## src/rtl/bcd_countdown.sv

```systemverilog
// -----------------------------------------------------------------------------
// bcd_countdown
//   Multi-digit BCD countdown timer. It counts down one second per sec_tick
//   while running, and pulses expired when it reaches zero.
//   States: IDLE -> (load) ARMED -> (start) RUN <-> (pause/start) PAUSE
//           RUN -> (count hits zero) EXPIRED
//   Control priority: abort > load > start/pause > sec_tick.
//
// Parameters
//   DIGITS : number of BCD digits (2..6)
//   MMSS   : 1 -> digit 1 is tens-of-seconds (0..5), digits 2+ are minutes
//            0 -> every digit is plain decimal 0..9
//
// Ports
//   clk          in   system clock, rising edge
//   reset        in   asynchronous active-high reset
//   sec_tick     in   one-cycle pulse per elapsed second
//   init_time    in   [4*DIGITS] BCD load value, digit 0 in the low nibble
//   load         in   capture init_time (clamped per digit), go ARMED
//   start        in   begin/resume counting
//   pause        in   freeze the count
//   abort        in   return to IDLE with count 0
//   penalty      in   (BCD_COUNTDOWN_PENALTY_EN only) add penalty_sec to pending
//   penalty_sec  in   (BCD_COUNTDOWN_PENALTY_EN only) [8] seconds of penalty
//   count        out  [4*DIGITS] current BCD value
//   running      out  high while in RUN
//   expired      out  one-cycle pulse when the count reaches zero
//   at_zero      out  high while count is zero
//
// Optional feature: define BCD_COUNTDOWN_PENALTY_EN to add the penalty ports
// and an 8-bit pending-penalty register that drains one second per clock
// while in RUN or PAUSE.
// -----------------------------------------------------------------------------
module bcd_countdown #(
   parameter int DIGITS = 3,
   parameter int MMSS   = 0
) (
   input  logic                clk,
   input  logic                reset,
   input  logic                sec_tick,
   input  logic [4*DIGITS-1:0] init_time,
   input  logic                load,
   input  logic                start,
   input  logic                pause,
   input  logic                abort,
`ifdef BCD_COUNTDOWN_PENALTY_EN
   input  logic                penalty,
   input  logic [7:0]          penalty_sec,
`endif
   output logic [4*DIGITS-1:0] count,
   output logic                running,
   output logic                expired,
   output logic                at_zero
);

   localparam int W = 4 * DIGITS;

   typedef enum logic [2:0] {
      ST_IDLE    = 3'd0,
      ST_ARMED   = 3'd1,
      ST_RUN     = 3'd2,
      ST_PAUSE   = 3'd3,
      ST_EXPIRED = 3'd4
   } state_t;

   state_t state;

   // Largest legal value of digit i (tens-of-seconds digit is 0..5 in MMSS).
   function automatic logic [3:0] digit_max(input int i);
      return (MMSS != 0 && i == 1) ? 4'd5 : 4'd9;
   endfunction

   // Saturate every nibble to its digit's maximum.
   function automatic logic [W-1:0] clamp_time(input logic [W-1:0] v);
      logic [W-1:0] r;
      logic [3:0]   nib;
      r = v;
      for (int i = 0; i < DIGITS; i++) begin
         nib = v[4*i +: 4];
         if (nib > digit_max(i)) nib = digit_max(i);
         r[4*i +: 4] = nib;
      end
      return r;
   endfunction

   // Subtract one second with a borrow chain; zero stays at zero.
   function automatic logic [W-1:0] dec_sec(input logic [W-1:0] v);
      logic [W-1:0] r;
      logic [3:0]   nib;
      logic         borrow;
      r      = v;
      borrow = (v != '0);
      for (int i = 0; i < DIGITS; i++) begin
         nib = v[4*i +: 4];
         if (borrow) begin
            if (nib == 4'd0) begin
               nib = digit_max(i);
            end else begin
               nib    = nib - 4'd1;
               borrow = 1'b0;
            end
         end
         r[4*i +: 4] = nib;
      end
      return r;
   endfunction

   logic         tick_take;
   logic         drain;
   logic         stay_run;
   logic [W-1:0] cnt_dec;

`ifdef BCD_COUNTDOWN_PENALTY_EN
   logic [7:0] pending;
   logic [8:0] pend_sum;
   logic [7:0] pend_nxt;
`endif

   always_comb begin
      // A pause in the same cycle as a tick wins; the tick is dropped.
      tick_take = (state == ST_RUN) && !pause && sec_tick;
      stay_run  = ((state == ST_RUN) && !pause) || ((state == ST_PAUSE) && start);
`ifdef BCD_COUNTDOWN_PENALTY_EN
      drain     = (pending != 8'd0);
      pend_sum  = {1'b0, pending - {7'd0, drain}}
                + (penalty ? {1'b0, penalty_sec} : 9'd0);
      pend_nxt  = pend_sum[8] ? 8'hFF : pend_sum[7:0];
`else
      drain     = 1'b0;
`endif
      // Drain and tick stack so a tick during a drain cycle is not lost.
      cnt_dec = count;
      if (drain)     cnt_dec = dec_sec(cnt_dec);
      if (tick_take) cnt_dec = dec_sec(cnt_dec);
   end

   always_ff @(posedge clk or posedge reset) begin
      if (reset) begin
         state   <= ST_IDLE;
         count   <= '0;
         expired <= 1'b0;
`ifdef BCD_COUNTDOWN_PENALTY_EN
         pending <= 8'd0;
`endif
      end else begin
         expired <= 1'b0;
         if (abort) begin
            state <= ST_IDLE;
            count <= '0;
`ifdef BCD_COUNTDOWN_PENALTY_EN
            pending <= 8'd0;
`endif
         end else if (load) begin
            state <= ST_ARMED;
            count <= clamp_time(init_time);
`ifdef BCD_COUNTDOWN_PENALTY_EN
            pending <= 8'd0;
`endif
         end else begin
            case (state)
               ST_ARMED: begin
                  if (start) begin
                     if (count == '0) begin
                        state   <= ST_EXPIRED;
                        expired <= 1'b1;
                     end else begin
                        state <= ST_RUN;
                     end
                  end
               end
               ST_RUN, ST_PAUSE: begin
                  // Count is always nonzero here, so reaching zero means a
                  // decrement just happened.
                  if (cnt_dec == '0) begin
                     state   <= ST_EXPIRED;
                     count   <= '0;
                     expired <= 1'b1;
`ifdef BCD_COUNTDOWN_PENALTY_EN
                     pending <= 8'd0;
`endif
                  end else begin
                     state <= stay_run ? ST_RUN : ST_PAUSE;
                     count <= cnt_dec;
`ifdef BCD_COUNTDOWN_PENALTY_EN
                     pending <= pend_nxt;
`endif
                  end
               end
               default: ;  // IDLE and EXPIRED hold
            endcase
         end
      end
   end

   assign running = (state == ST_RUN);
   assign at_zero = (count == '0);

endmodule

```

## config.mk

```make
export PLATFORM = sky130hd
export DESIGN_NAME = bcd_countdown
export DESIGN_NICKNAME = d
export VERILOG_FILES = /design/src/rtl/bcd_countdown.sv
export SDC_FILE = /design/constraint.sdc
export NUM_CORES = 1
export LEC_CHECK = 0
export CAP_MARGIN = 25
export CORE_MARGIN = 2
export CORE_UTILIZATION = 42
export CTS_CLUSTER_SIZE = 14
export DETAILED_ROUTE_END_ITERATION = 10
export PLACE_DENSITY = 0.76
export SYNTH_ARGS = -nofsm -noshare
export SYNTH_HDL_FRONTEND = slang
export SYNTH_SLANG_ARGS = --single-unit
```

## constraint.sdc

```tcl
create_clock -name clk -period 2.11 [get_ports clk]
set_clock_uncertainty 0.05 [all_clocks]
set_input_delay 0.422 -clock clk [delete_from_list [all_inputs] [get_ports clk]]
set_output_delay 0.422 -clock clk [all_outputs]
set_load 0.01 [all_outputs]
```

Figure 1. Placement view (run 1).
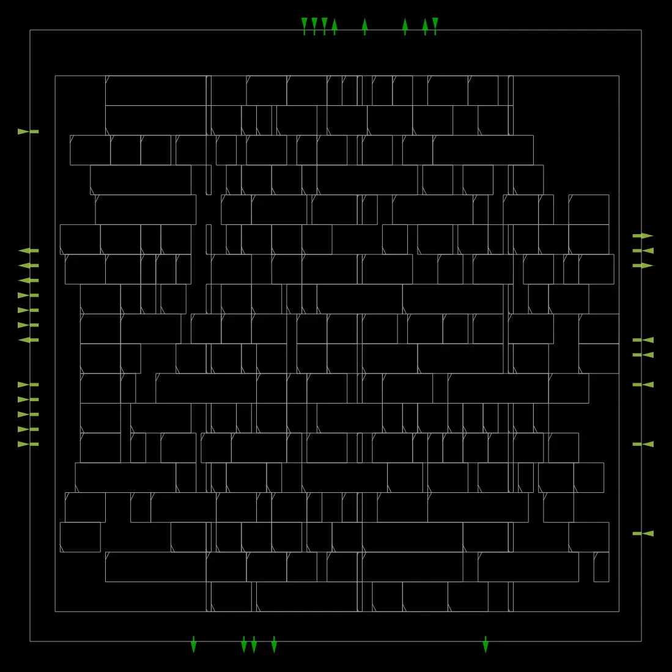
fin cells: 230
flop count: 16

Figure 2. Pin placement (run 1).
Scale bar: 20 µm. Pins as bars across the die edge, other pins in gray.
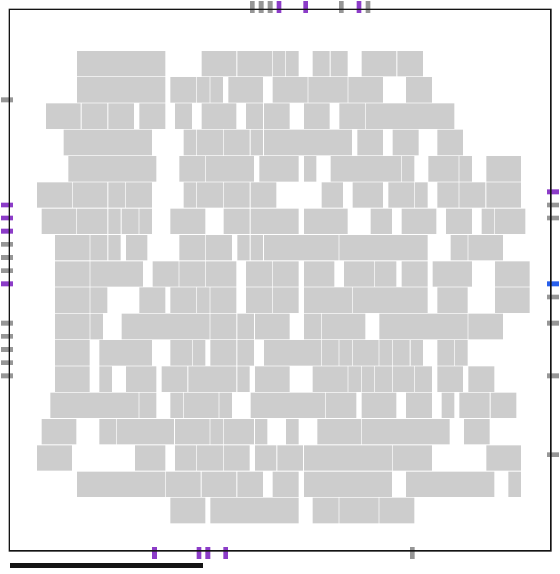
Key: pause = blue [pins 1, direction input, edge right]; count = purple [pins 12, direction output, edge 4 left, 4 bottom, 3 top, 1 right]
port bufs: 33
chip width: 55.9 µm
Die Y: 55.9 µm

Figure 3. Placement density heat map (run 1).
11 x 11 tiles, from white (low) to dark blue (high), 0 to 100% covered.
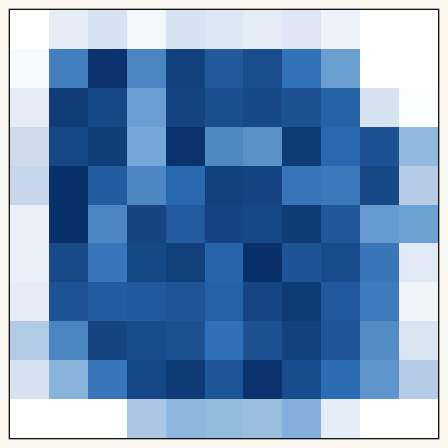
The fullest tile reaches 100%. 47% of the tiles are over 75% full. The densest ninth of the die: middle.
CORE AREA: 0.00252 mm²
Pre-Place Util: 44.8%
post-layout util: 74.8%

==> impl_metrics.csv, run 1 <==
group,metric,value,unit
critical_path,critical-path-top-delay-family,"simple AND/OR/NAND/NOR gates",
detailed_routing,vias_per_cell,6.10,
yosys,flop_cell,"dfrtp_1",
run,maxCapViolCount,0,
finish,nets,220,
clock_tree,holdBufCountCts,0,
clock_tree,cts.clk_slew.worst_paths,110,ps
final_timing,worst_pin_slew,658,ps
clock_tree,post_cts_resized,13,
critical_path,r2r_setup_slack,-130,ps
detailed_routing,drtIter0Drc,82,
finish,mostFrequentLayoutCell,"buf_4",
final_timing,period_needed,2240,ps
finish,nFillCells,190,
yosys,postSynthCellCount,130,
power,p_per_area,478,mW/mm²
yosys,yosysCellCount,130,
power,fin_total_pwr,0.902,mW
clock_tree,root_buffer,"clkbuf_4",
yosys,synth.comb.largest_family,"simple AND/OR/NAND/NOR gates",
final_timing,rsz0062_at_grt,"yes",
placed_design,dp_cells,222,
yosys,ys_seq_share,35.4,%
detailed_routing,wl_met1,1690,µm
critical_path,worstSetupEndpointType,"flop",
yosys,aoi_share,22.0,%
global_route,grt_pass1_wl,6600,µm
final_timing,slew_headroom,56.1,%
clock_tree,cts_buffers,3,
critical_path,cp.required,2220,ps
detailed_routing,drc,0,
yosys,synth_area,0.00113,mm²
yosys,topCellsByArea,"dfrtp_1 (35%), nor2_1 (6.6%), mux2i_1 (5.3%), nor4_4 (3.8%), nand2_1 (3.3%)",
yosys,synth-xor-area-share,0.775,%
run_status,violations,"setup timing",
finish,buffers_excl_clock,71,
floorplanning,die_area,0.00312,mm²
finish,dominant_cells,"multi-input combinational cells",
yosys,synthSimpleGateAreaFrac,30.8,%
final_timing,hold_viol,0,
global_route,met3_usage,3.72,%
final_timing,setup_violations,8,
floorplanning,num_rows,18,
yosys,synth-edff-count,0,
global_route,busiest_layer,"met2",
run,warning_count,28,
yosys,syn_avg_cell_area,8.69,µm²
finish,area_share_nonclk_buffers,33.0,%
finish,flop_area,400,µm²
finish,syn2layout_area_growth,66.9,%
global_route,antenna_found_initial,0,
placed_design,hpwl,2790,µm
clock_tree,cts.sinks,16,
critical_path,criticalPathCategory,"primary input to flop",
finish,comb_area_share,40.5,%
detailed_routing,routedWlPerCell,18.3,µm
yosys,synthMuxAreaShare,6.31,%
critical_path,critPathMaxStageDelay,450,ps
finish,mostFrequentLayoutCells,"buf_4 (37), clkdlybuf4s50_1 (31), nor2_1 (19), dfrtp_1 (16), nand2_1 (9)",
worst_hold_path,hp-class,"primary input to asynchronous set/reset pin",
finish,regMostFlops,"count",
finish,reg.largest.list,"count: 12 flops, state: 3 flops, expired: 1 flops",
critical_path,cp_cell_sequence,"clkdlybuf4s50_1 > nand2b_1 > buf_4 > nor4_2 > nand2_1 > a221oi_1 > nor3_1",
final_timing,fin_ws,-133,ps
critical_path,r2r-start,"count[0]",
critical_path,crit_path_top_delay_cell,"clkdlybuf4s50_1",
detailed_routing,num_vias,1402,
floorplanning,tap_cells,30,
critical_path,critPathBufInv,2,
yosys,post_synth_fa_ha_maj_area_fraction,0,%
critical_path,setup.worst_path.start,"pause",
yosys,yosys_area,0.00113,mm²
run_status,status,"finished with violations",
power,irDropWorstVdd,0.367,mV
yosys,synth.distinct_cells,44,
yosys,synth_top_area_share,35.4,%
yosys,most_common_cell,"nor2_1",
global_route,met2_usage,45.4,%
critical_path,reg2reg_to,"state[2]",
clock_tree,clk_latency,290,ps
final_timing,drv_slew,0,
detailed_routing,top_layer_used,"met4",
yosys,synthArstFlopShare,100,%
yosys,ys_top_cells_by_count,"nor2_1 (20), dfrtp_1 (16), nand2_1 (10)",
clock_tree,cts_tree,"yes",
yosys,ys_ff,16,
detailed_routing,drtAntennaViolNets,0,
yosys,yosys.area.top_type,"dfrtp_1",
power,p_leak,0.821,nW
global_route,grt_pass1_vias,1400,
run 1: where the power goes:
part	internal (mW)	switching, mW
clock network	0.105	0.106
logic	0.180	0.173
registers	0.323	0.0148
run 1: per-stage QoR:
step	setup WS [ps]	instance area [µm²]
global route	-157	1890
floorplan	19.7	1130
detailed placement	-274	1740
finish	-133	1890
global placement	-217	1740
CTS	-76.0	1840
run 1: worst max path at each step:
stage / endpoint / slack (ps) / cells past startpoint
6_report: count[3] / -130 / 7
2_1_floorplan: state[2] / 20 / 5
5_1_grt: count[5] / -160 / 6
3_3_place_gp: state[2] / -220 / 6
4_1_cts: at_zero / -80 / 5
3_5_place_dp: state[0] / -270 / 6
Figure 4. Sizing map (run 1).
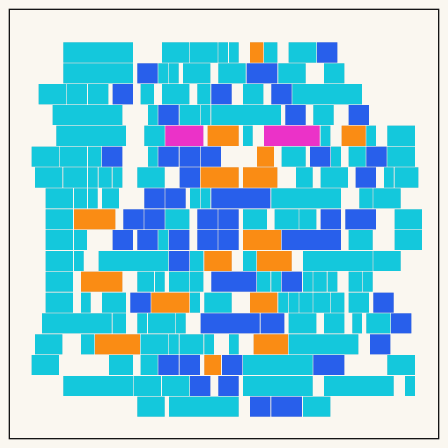

==> run 1 -> run 2 <==
--- a/config.mk
+++ b/config.mk
@@ -6,7 +6,6 @@
 export NUM_CORES = 1
 export LEC_CHECK = 0
 export CAP_MARGIN = 25
-export CORE_MARGIN = 2
 export CORE_UTILIZATION = 42
 export CTS_CLUSTER_SIZE = 14
 export DETAILED_ROUTE_END_ITERATION = 10
Figure 5. Sizing map (run 2).
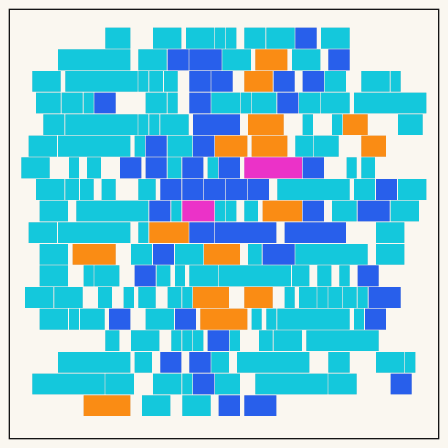
Key: drive 1 or less = cyan [cells 134]; drive 2 = orange [cells 15]; drive 3 to 4 = blue [cells 46]; drive 6 and up = magenta [cells 2]
design area: 0.00185 mm²
Area Growth Syn to Fin: 64.1%
non-clock buffer total of the final layout: 69

==> impl_metrics.csv, run 2 <==
group,metric,value,unit
run_status,status,"finished with violations",
run_status,violations,"setup timing",
global_route,antenna_found_initial,0,
power,p_sw,0.282,mW
power,seqPwrFrac,39.9,%
global_route,met2_usage,46.1,%
clock_tree,cts.sinks,16,
yosys,topCellsByArea,"dfrtp_1 (35%), nor2_1 (6.6%), mux2i_1 (5.3%), nor4_4 (3.8%), nand2_1 (3.3%)",
critical_path,endpoint,"state[2]",
critical_path,critical-path-top-delay-family,"simple AND/OR/NAND/NOR gates",
yosys,synth_top_area_share,35.4,%
detailed_routing,drc,0,
power,largestPowerGroup,"registers",
detailed_routing,wl_met1,1640,µm
yosys,synth-edff-count,0,
yosys,synth.distinct_cells,44,
power,p_seq,0.336,mW
power,switching_share,33.4,%
final_timing,rsz0062_at_grt,"yes",
floorplanning,initial_core_util,45.2,%
final_timing,drv_slew,0,
placed_design,port_buffers,33,
yosys,yosysCellCount,130,
global_route,grt_pass1_vias,1252,
yosys,postSynthCellCount,130,
critical_path,r2r_setup_slack,-70,ps
floorplanning,tap_cells,30,
power,p_per_area,454,mW/mm²
critical_path,reg2reg_to,"state[2]",
finish,area_share_nonclk_buffers,33.3,%
detailed_routing,top_layer_used,"met4",
critical_path,criticalPathCategory,"flop to flop",
yosys,yosys.area.top_type,"dfrtp_1",
detailed_routing,drtAntennaViolNets,0,
clock_tree,cts_buffers,3,
detailed_routing,num_vias,1354,
yosys,yosys_area,0.00113,mm²
detailed_routing,vias_per_cell,5.96,
final_timing,fin_ws,-67.7,ps
critical_path,crit_path_top_delay_cell,"or4_4",
placed_design,hpwl,2820,µm
finish,reg.largest.list,"count: 12 flops, state: 3 flops, expired: 1 flops",
power,fin_total_pwr,0.842,mW
power,p_leak,0.800,nW
finish,utilization,74.2,%
finish,mostFrequentLayoutCell,"buf_4",
critical_path,cp_cell_sequence,"or4_4 > buf_12 > nor4_4 > mux2i_2 > and2_4 > a32o_1",
critical_path,worstSetupEndpointType,"flop",
critical_path,r2r-start,"count[3]",
critical_path,cp.depth,6,
power,internal-power,0.561,mW
final_timing,setup_violations,6,
global_route,grt_pass1_wl,5640,µm
power,clk-power,0.173,mW
yosys,ys_seq_share,35.4,%
floorplanning,coreArea,0.00250,mm²
clock_tree,root_buffer,"clkbuf_4",
floorplanning,die_area,0.00290,mm²
finish,mostFrequentLayoutCells,"buf_4 (34), clkdlybuf4s50_1 (31), nor2_1 (20), dfrtp_1 (16), nand2_1 (10)",
clock_tree,clk_latency,300,ps
power,p_comb,0.334,mW
final_timing,period_needed,2180,ps
global_route,busiest_layer,"met2",
run,warning_count,28,
Figure 6. Pin placement (run 2).
Scale bar: 20 µm. Pins as bars across the die edge, other pins in gray.
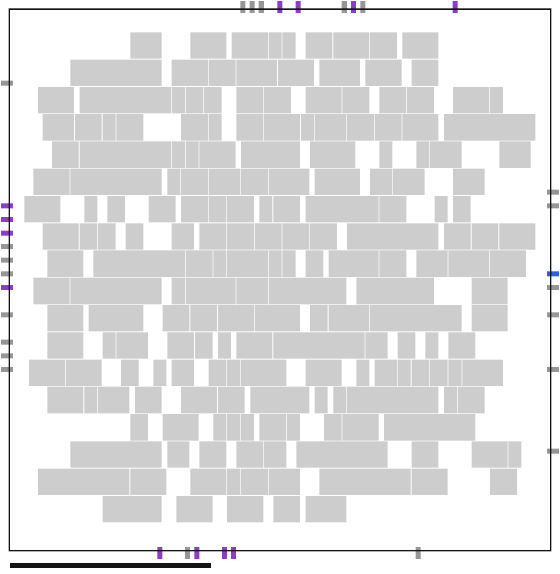
Key: pause = blue [pins 1, direction input, edge right]; count = purple [pins 12, direction output, edge 4 top, 4 left, 4 bottom]
All pins by edge: 12 left, 9 top, 7 right, 6 bottom.
Die Y: 53.9 µm
chip width: 53.9 µm

## run 2: cell counts after synthesis
Identical to the previous run, type by type.
## run 2: kinds of logic after synthesis
family,share of synthesized area (%)
buf+inv,4.65
mux,6.31
simple gates,30.8
xor+xnor,0.775
compound gates,22.0
flops,35.4
## run 2: stage by stage
stage | cell area [µm²] | TNS (ps) | cells | worst slack, ps | hold slack [ps]
after floorplan | 1130 | 0 | 130 | 19.7 | 286
final | 1850 | -265 | 227 | -67.7 | 450
after detailed placement | 1730 | -2580 | 221 | -257 | 525
after global placement | 1730 | -1890 | 221 | -211 | 514
after global routing | 1850 | -935 | 227 | -151 | 502
after CTS | 1790 | -182 | 227 | -81.9 | 461
## run 2: what timing repair did
item	CTS	global route
setup buffers	3	2
resized	8	12
pin swaps	7	2
setup endpoints to repair	15	14
Power and IR drop assume default switching activity.
